`src/rtl/tpu_pkg.sv`:
```
// Shared types and default widths for the tile loop sequencer.
package tpu_pkg;

  localparam int TILE_IDX_WIDTH  = 16;
  localparam int TILE_ADDR_WIDTH = 24;

  typedef enum logic [1:0] {
    IDLE = 2'd0,
    RUN  = 2'd1,
    DONE = 2'd2
  } tile_loop_state_t;

  // Loop bounds and address plan captured at start. The package widths
  // are the upper bound for the IDX_WIDTH/ADDR_WIDTH parameters of the top.
  typedef struct packed {
    logic [TILE_IDX_WIDTH-1:0]  row_end;
    logic [TILE_IDX_WIDTH-1:0]  col_end;
    logic [TILE_ADDR_WIDTH-1:0] base_addr;
    logic [TILE_ADDR_WIDTH-1:0] row_stride;
  } tile_loop_cfg_t;

endpackage

```
`src/rtl/tile_loop_ctrl_loop_level.sv`:
```
// One level of the nested loop: an index counter with an inclusive end
// compare. Stepping at the end value wraps the index back to 0, which is
// exactly what the inner level needs when the outer level advances.
module loop_level #(
  parameter int W = 16
) (
  input  logic         clk,
  input  logic         rst,
  input  logic         clear,
  input  logic         step,
  input  logic [W-1:0] end_val,
  output logic [W-1:0] idx,
  output logic         at_end
);

  logic [W-1:0] idx_q;
  logic [W-1:0] idx_d;

  assign at_end = (idx_q == end_val);
  assign idx    = idx_q;

  // Next index: clear wins, otherwise count up and wrap after the end value.
  always_comb begin
    idx_d = idx_q;
    if (clear) begin
      idx_d = '0;
    end else if (step) begin
      idx_d = at_end ? '0 : idx_q + W'(1);
    end
  end

  // Index register.
  always_ff @(posedge clk) begin
    if (rst) begin
      idx_q <= '0;
    end else begin
      idx_q <= idx_d;
    end
  end

endmodule

```
`src/rtl/tile_loop_ctrl.sv`:
```
// Two-level (rows x cols) loop sequencer emitting one (row, col, addr) beat
// per valid/ready handshake, then a one-cycle done pulse.
// Optional build macro: TILE_LOOP_PERF_EN adds the stall_cycles counter/port.
//
// Handshake: a beat transfers on a rising clk edge where out_valid and
// out_ready are both high; while out_valid is high and out_ready is low,
// row_idx/col_idx/addr/first/last are held unchanged. abort in the same
// cycle cancels that transfer.
module tile_loop_ctrl
  import tpu_pkg::*;
#(
  parameter int IDX_WIDTH  = TILE_IDX_WIDTH,
  parameter int ADDR_WIDTH = TILE_ADDR_WIDTH
) (
  input  logic                  clk,
  input  logic                  rst,
  input  logic                  start,
  input  logic                  abort,
  input  logic [IDX_WIDTH-1:0]  row_end,
  input  logic [IDX_WIDTH-1:0]  col_end,
  input  logic [ADDR_WIDTH-1:0] base_addr,
  input  logic [ADDR_WIDTH-1:0] row_stride,
  output logic                  busy,
  output logic                  done,
  output logic                  out_valid,
  input  logic                  out_ready,
  output logic [IDX_WIDTH-1:0]  row_idx,
  output logic [IDX_WIDTH-1:0]  col_idx,
  output logic [ADDR_WIDTH-1:0] addr,
  output logic                  first,
  output logic                  last,
`ifdef TILE_LOOP_PERF_EN
  output logic [31:0]           stall_cycles,
`endif
  output tile_loop_state_t      dbg_state
);

  tile_loop_state_t state_q, state_d;
  tile_loop_cfg_t   cfg_q, cfg_d;
  logic [ADDR_WIDTH-1:0] addr_q, addr_d;
  // Offset of the current row from base_addr (row_idx * row_stride, wrapped).
  logic [ADDR_WIDTH-1:0] row_off_q, row_off_d;

  logic in_run;
  logic start_acc;
  logic abort_run;
  logic step;
  logic col_at_end;
  logic row_at_end;
  logic finish;
  logic row_wrap;
  logic idx_clear;
  logic [IDX_WIDTH-1:0]  cfg_row_end;
  logic [IDX_WIDTH-1:0]  cfg_col_end;
  logic [ADDR_WIDTH-1:0] cfg_base;
  logic [ADDR_WIDTH-1:0] cfg_stride;

  assign cfg_row_end = IDX_WIDTH'(cfg_q.row_end);
  assign cfg_col_end = IDX_WIDTH'(cfg_q.col_end);
  assign cfg_base    = ADDR_WIDTH'(cfg_q.base_addr);
  assign cfg_stride  = ADDR_WIDTH'(cfg_q.row_stride);

  assign in_run    = (state_q == RUN);
  assign start_acc = (state_q == IDLE) & start;
  assign abort_run = in_run & abort;
  // An accepted beat: abort takes priority over the handshake.
  assign step      = in_run & out_ready & ~abort;
  assign finish    = step & col_at_end & row_at_end;
  assign row_wrap  = step & col_at_end & ~row_at_end;
  assign idx_clear = start_acc | abort_run;

  loop_level #(.W(IDX_WIDTH)) u_col (
    .clk     (clk),
    .rst     (rst),
    .clear   (idx_clear),
    .step    (step),
    .end_val (cfg_col_end),
    .idx     (col_idx),
    .at_end  (col_at_end)
  );

  loop_level #(.W(IDX_WIDTH)) u_row (
    .clk     (clk),
    .rst     (rst),
    .clear   (idx_clear),
    .step    (step & col_at_end),
    .end_val (cfg_row_end),
    .idx     (row_idx),
    .at_end  (row_at_end)
  );

  // FSM next state: IDLE -> RUN on start, RUN -> DONE on last beat, abort back to IDLE.
  always_comb begin
    state_d = state_q;
    case (state_q)
      IDLE:    if (start) state_d = RUN;
      RUN: begin
        if (abort)       state_d = IDLE;
        else if (finish) state_d = DONE;
      end
      DONE:    state_d = IDLE;
      default: state_d = IDLE;
    endcase
  end

  // Config capture and address generation; addresses wrap modulo 2^ADDR_WIDTH.
  always_comb begin
    cfg_d     = cfg_q;
    addr_d    = addr_q;
    row_off_d = row_off_q;
    if (start_acc) begin
      cfg_d.row_end    = TILE_IDX_WIDTH'(row_end);
      cfg_d.col_end    = TILE_IDX_WIDTH'(col_end);
      cfg_d.base_addr  = TILE_ADDR_WIDTH'(base_addr);
      cfg_d.row_stride = TILE_ADDR_WIDTH'(row_stride);
      addr_d           = base_addr;
      row_off_d        = '0;
    end else if (abort_run | finish) begin
      addr_d    = '0;
      row_off_d = '0;
    end else if (row_wrap) begin
      row_off_d = row_off_q + cfg_stride;
      addr_d    = cfg_base + row_off_q + cfg_stride;
    end else if (step) begin
      addr_d = addr_q + ADDR_WIDTH'(1);
    end
  end

  // State, config and address registers.
  always_ff @(posedge clk) begin
    if (rst) begin
      state_q   <= IDLE;
      cfg_q     <= '0;
      addr_q    <= '0;
      row_off_q <= '0;
    end else begin
      state_q   <= state_d;
      cfg_q     <= cfg_d;
      addr_q    <= addr_d;
      row_off_q <= row_off_d;
    end
  end

`ifdef TILE_LOOP_PERF_EN
  logic [31:0] stall_q, stall_d;

  // Saturating count of stalled RUN cycles; cleared only by an accepted start.
  always_comb begin
    stall_d = stall_q;
    if (start_acc) begin
      stall_d = '0;
    end else if (in_run && !out_ready && stall_q != 32'hFFFF_FFFF) begin
      stall_d = stall_q + 32'd1;
    end
  end

  // Stall counter register.
  always_ff @(posedge clk) begin
    if (rst) begin
      stall_q <= '0;
    end else begin
      stall_q <= stall_d;
    end
  end

  assign stall_cycles = stall_q;
`endif

  assign busy      = in_run;
  assign out_valid = in_run;
  assign done      = (state_q == DONE);
  assign addr      = addr_q;
  assign first     = in_run & (row_idx == '0) & (col_idx == '0);
  assign last      = in_run & row_at_end & col_at_end;
  assign dbg_state = state_q;

endmodule
```
`config.mk`:
```
export PLATFORM = sky130hd
export DESIGN_NAME = tile_loop_ctrl
export DESIGN_NICKNAME = d
export VERILOG_FILES = /design/src/rtl/tpu_pkg.sv /design/src/rtl/tile_loop_ctrl_loop_level.sv /design/src/rtl/tile_loop_ctrl.sv
export SDC_FILE = /design/constraint.sdc
export NUM_CORES = 1
export LEC_CHECK = 0
export CORE_ASPECT_RATIO = 2
export CORE_UTILIZATION = 60
export CTS_BUF_LIST = sky130_fd_sc_hd__clkbuf_4 sky130_fd_sc_hd__clkbuf_8
export DETAILED_ROUTE_END_ITERATION = 8
export GPL_ROUTABILITY_DRIVEN = 0
export PLACE_DENSITY = 0.87
export SLEW_MARGIN = 20
export SYNTH_ARGS = -nofsm -noshare
export SYNTH_HDL_FRONTEND = slang
export SYNTH_SLANG_ARGS = --single-unit
```
`constraint.sdc`:
```
create_clock -name clk -period 7.57 [get_ports clk]
set_input_delay 2.271 -clock clk [delete_from_list [all_inputs] [get_ports clk]]
set_output_delay 2.271 -clock clk [all_outputs]
set_load 0.03 [all_outputs]
```
Figure 1. A small window of the routed layout.
Region (34, 43) to (59, 68) um. Cells in gray, sequential cells in the stronger gray; small squares are vias.
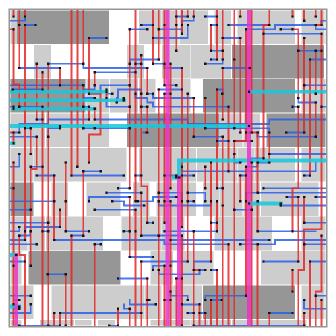
- red: M2
- cyan: M3
- blue: M1
- magenta: M4
- sequential cells in the window: 8
- most frequent: nand2_1 (8), dfxtp_1 (8)
- netlist names of flops here include: row_off_q (6)
- cells with their middle in the window: 55

Figure 2. Sequential cells grouped by signal name.
(2 px per um) Other sequential cells in the stronger gray, the rest of the logic in the fainter gray.
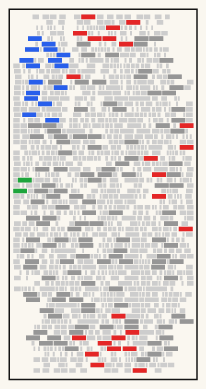
- red: cfg_stride (flops 24)
- green: dbg_state (flops 2)
- blue: cfg_col_end (flops 16; where north-west)

Figure 3. Selected gate families.
(2 px per um)
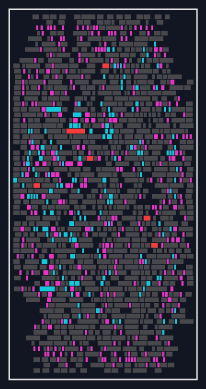
- cyan: nor cells (cells 147)
- magenta: nand cells (cells 315; where all over the die)
- red: mux cells (cells 6)

Figure 4. I/O pins on the die edge.
(3 px per um) Pins as bars across the die edge, other pins in gray.
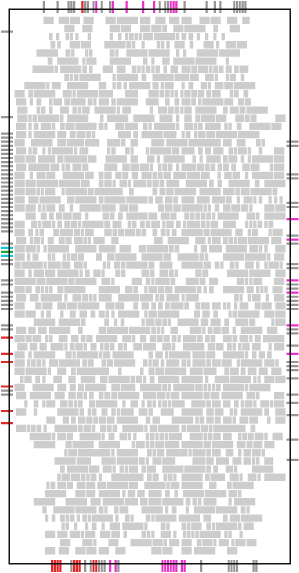
- cyan: dbg_state (pins 2; direction output; edge west)
- magenta: row_stride (pins 24; direction input; edge 10 south, 8 north, 6 east)
- red: row_end (pins 16; direction input; edge 9 south, 6 west, 1 north)
- green: done (pins 1; direction output; edge west)

Figure 5. Routing congestion.
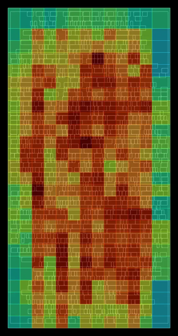
Total GRT Usage: 33.8%
met1 Usage GRT: 35.0%
Most Crowded Layer GR: met2
met2 global-route usage: 60.6%

==> results_slide.txt <==
Flow Results at a Glance

Status
  – Status: finished clean

Logic synthesis
  – Area leader, netlist: dfxtp_1
  – Cell count after synthesis: around 1200
  – Syn_nets: roughly 1400
  – Ys async rst share: 0%
  – Dominant combinational family: simple AND/OR/NAND/NOR gates
  – MUX area fraction: 0.765%
  – Chip area line of the yosys report: 0.00997 mm2
  – Commonest flop: dfxtp_1
  – Adder Area Share: between 10 and 15%
  – Top cells, area: dfxtp_1, nand2_1, a21oi_1, ha_1, xnor2_1
  – Post-Syn Area: approximately 0.01 mm2
  – Ys flops: ~160
  – Synth Warn #: 0
  – Synth cell types: 68

STA
  – Final Hold Fails: 0
  – Max Clock Skew: 0.0184 ns
  – Max Slew Vio Count: 0
  – Worst-Margin Slew: roughly 0.94 ns
  – Max Fclk: ~200 MHz
  – RSZ-0062 raised after global routing: no
  – Setup TNS: 0 ns
  – Period utilisation layout: around two thirds
  – Final setup fails: 0
  – Final worst path period need: slightly above 5 ns

Floorplanning
  – Die W: a little over 90 um
  – Die y size: approximately 180 um
  – Core Area: 0.0163 mm2

Critical path
  – Worst path buffer plus inverter count: 2
  – Max incr delay on CP: 0.68 ns
  – Crit path required time: 5.30 ns
  – Max Fanout on Critical Path: 22
  – CP cell instances: xnor2_1 -> nand4_1 -> nor4_4 -> buf_4 -> and3_1 -> clkdlybuf4s50_1
  – CP endpoint: last
  – CP arrival: 2.84 ns
  – Slowest stage cell on the critical path: clkdlybuf4s50_1
  – Worst R2R Start: row_off_q[1]$_SDFFE_PP0P_
  – CP delay by family, top: buffers and inverters
  – Setup CP Type: reg2out
  – CP Depth: 6
  – R2R Setup Slk: 3.81 ns
  – FF-to-FF End: addr[17]$_SDFFE_PP0P_

Global route
  – First-pass GRT wire length: about 45 mm
  – Initial antenna violation count: 0
  – Met3 usage: about 5.7%

Pwr
  – LEAKAGE: 0.00478 uW
  – Pwr Density: around 170 mW/mm2
  – Cell Int Power: between 1000 and 1500 uW
  – Comb power frac: between 15 and 20%
  – Peak supply drop: about 0.13 mV
  – P_sw: roughly 600 uW
  – Sequential power share: 45.5%

Hold path
  – Worst Hold Path Cells: 2

Placed design
  – Post-DP HPWL: 20.5 mm
  – Dpl cell area: 0.0115 mm2

Finish
  – Layout cells sized above 1: under 10%
  – Final instance area: 0.0119 mm2
  – Top Layout Cells: nand2_1, dfxtp_1, clkdlybuf4s50_1, a21oi_1, nor2_1
  – Cell Count, Final, Fillers Out: ~1600

Route
  – Routed WL: about 28 mm
  – Post-route ant nets: 0
  – Via density: just over 6
  – 1st-pass router iterations: 8
  – 1st-iter DRT viols: ~580

Clocking
  – CTS HTree Levels: 4
  – Setup Fix Bufs, Post-CTS: 0
  – Root buffer cell: clkbuf_8
  – Clk latency late pin: about 0.48 ns
  – Total CTS buffers: 17

Run
  – Tool warnings: 28
cells by family (layout without fill, tap and decap cells):
logic type / Yosys count / count (layout)
simple gates: 506 / 506
compound gates: 306 / 306
flops: 162 / 162
xor+xnor: 104 / 104
buf+inv: 83 / 204
fa+ha+maj: 75 / 75
mux: 6 / 6
power groups by stage:
stage	logic [uW]	registers, uW	clock network, uW
floorplan	220	969	0
global placement	366	954	0
detailed placement	375	956	0
CTS	378	936	742
global route	416	943	776
finish	381	937	739
layer usage:
layer,vias to the layer above,share of wire (%)
met4,0,6.9
met3,145,6.0
met1,4529,35
met5,-,0
met2,449,52
li1,4575,-
cell usage after synthesis, types with 7 or more instances:
cell        n
a311oi_1   15
nor4_1      7
clkbuf_1   40
a31oi_1    13
nor3b_1     7
nand2_1   235
and3_1     26
a211oi_1   10
nand3b_1   11
xor2_1     39
inv_1      16
nand2b_1    7
nor2_1    103
ha_1       50
nand4_1    32
nor3_1     18
a21o_1     25
xnor2_1    63
o211ai_1   14
a21oi_1   144
buf_2      13
fa_1       25
nand3_1    29
o21ai_0    42
dfxtp_1   162
area by class of cell:
type                       count  area (um2)
clock buffer                  19         249
timing repair buffer         156        1540
clock inverter                13         208
tap                          204         255
fill                        1222        4330
inverter                      16        60.1
multi-input combinational    997        6380
sequential                   162        3240
worst reg2reg max path, cell delays in order (launching register included):
cell and delay (ns):
dfxtp_1 0.46, fa_1 0.44, ha_1 0.26, fa_1 0.43
a211oi_1 0.44, nor2_2 0.12, a211oi_2 0.36, o31ai_1 0.22
a2111oi_0 0.47, a41o_1 0.16, a211o_1 0.13, a311oi_2 0.10
No activity file was given, so power comes from the tool's default toggle rates.
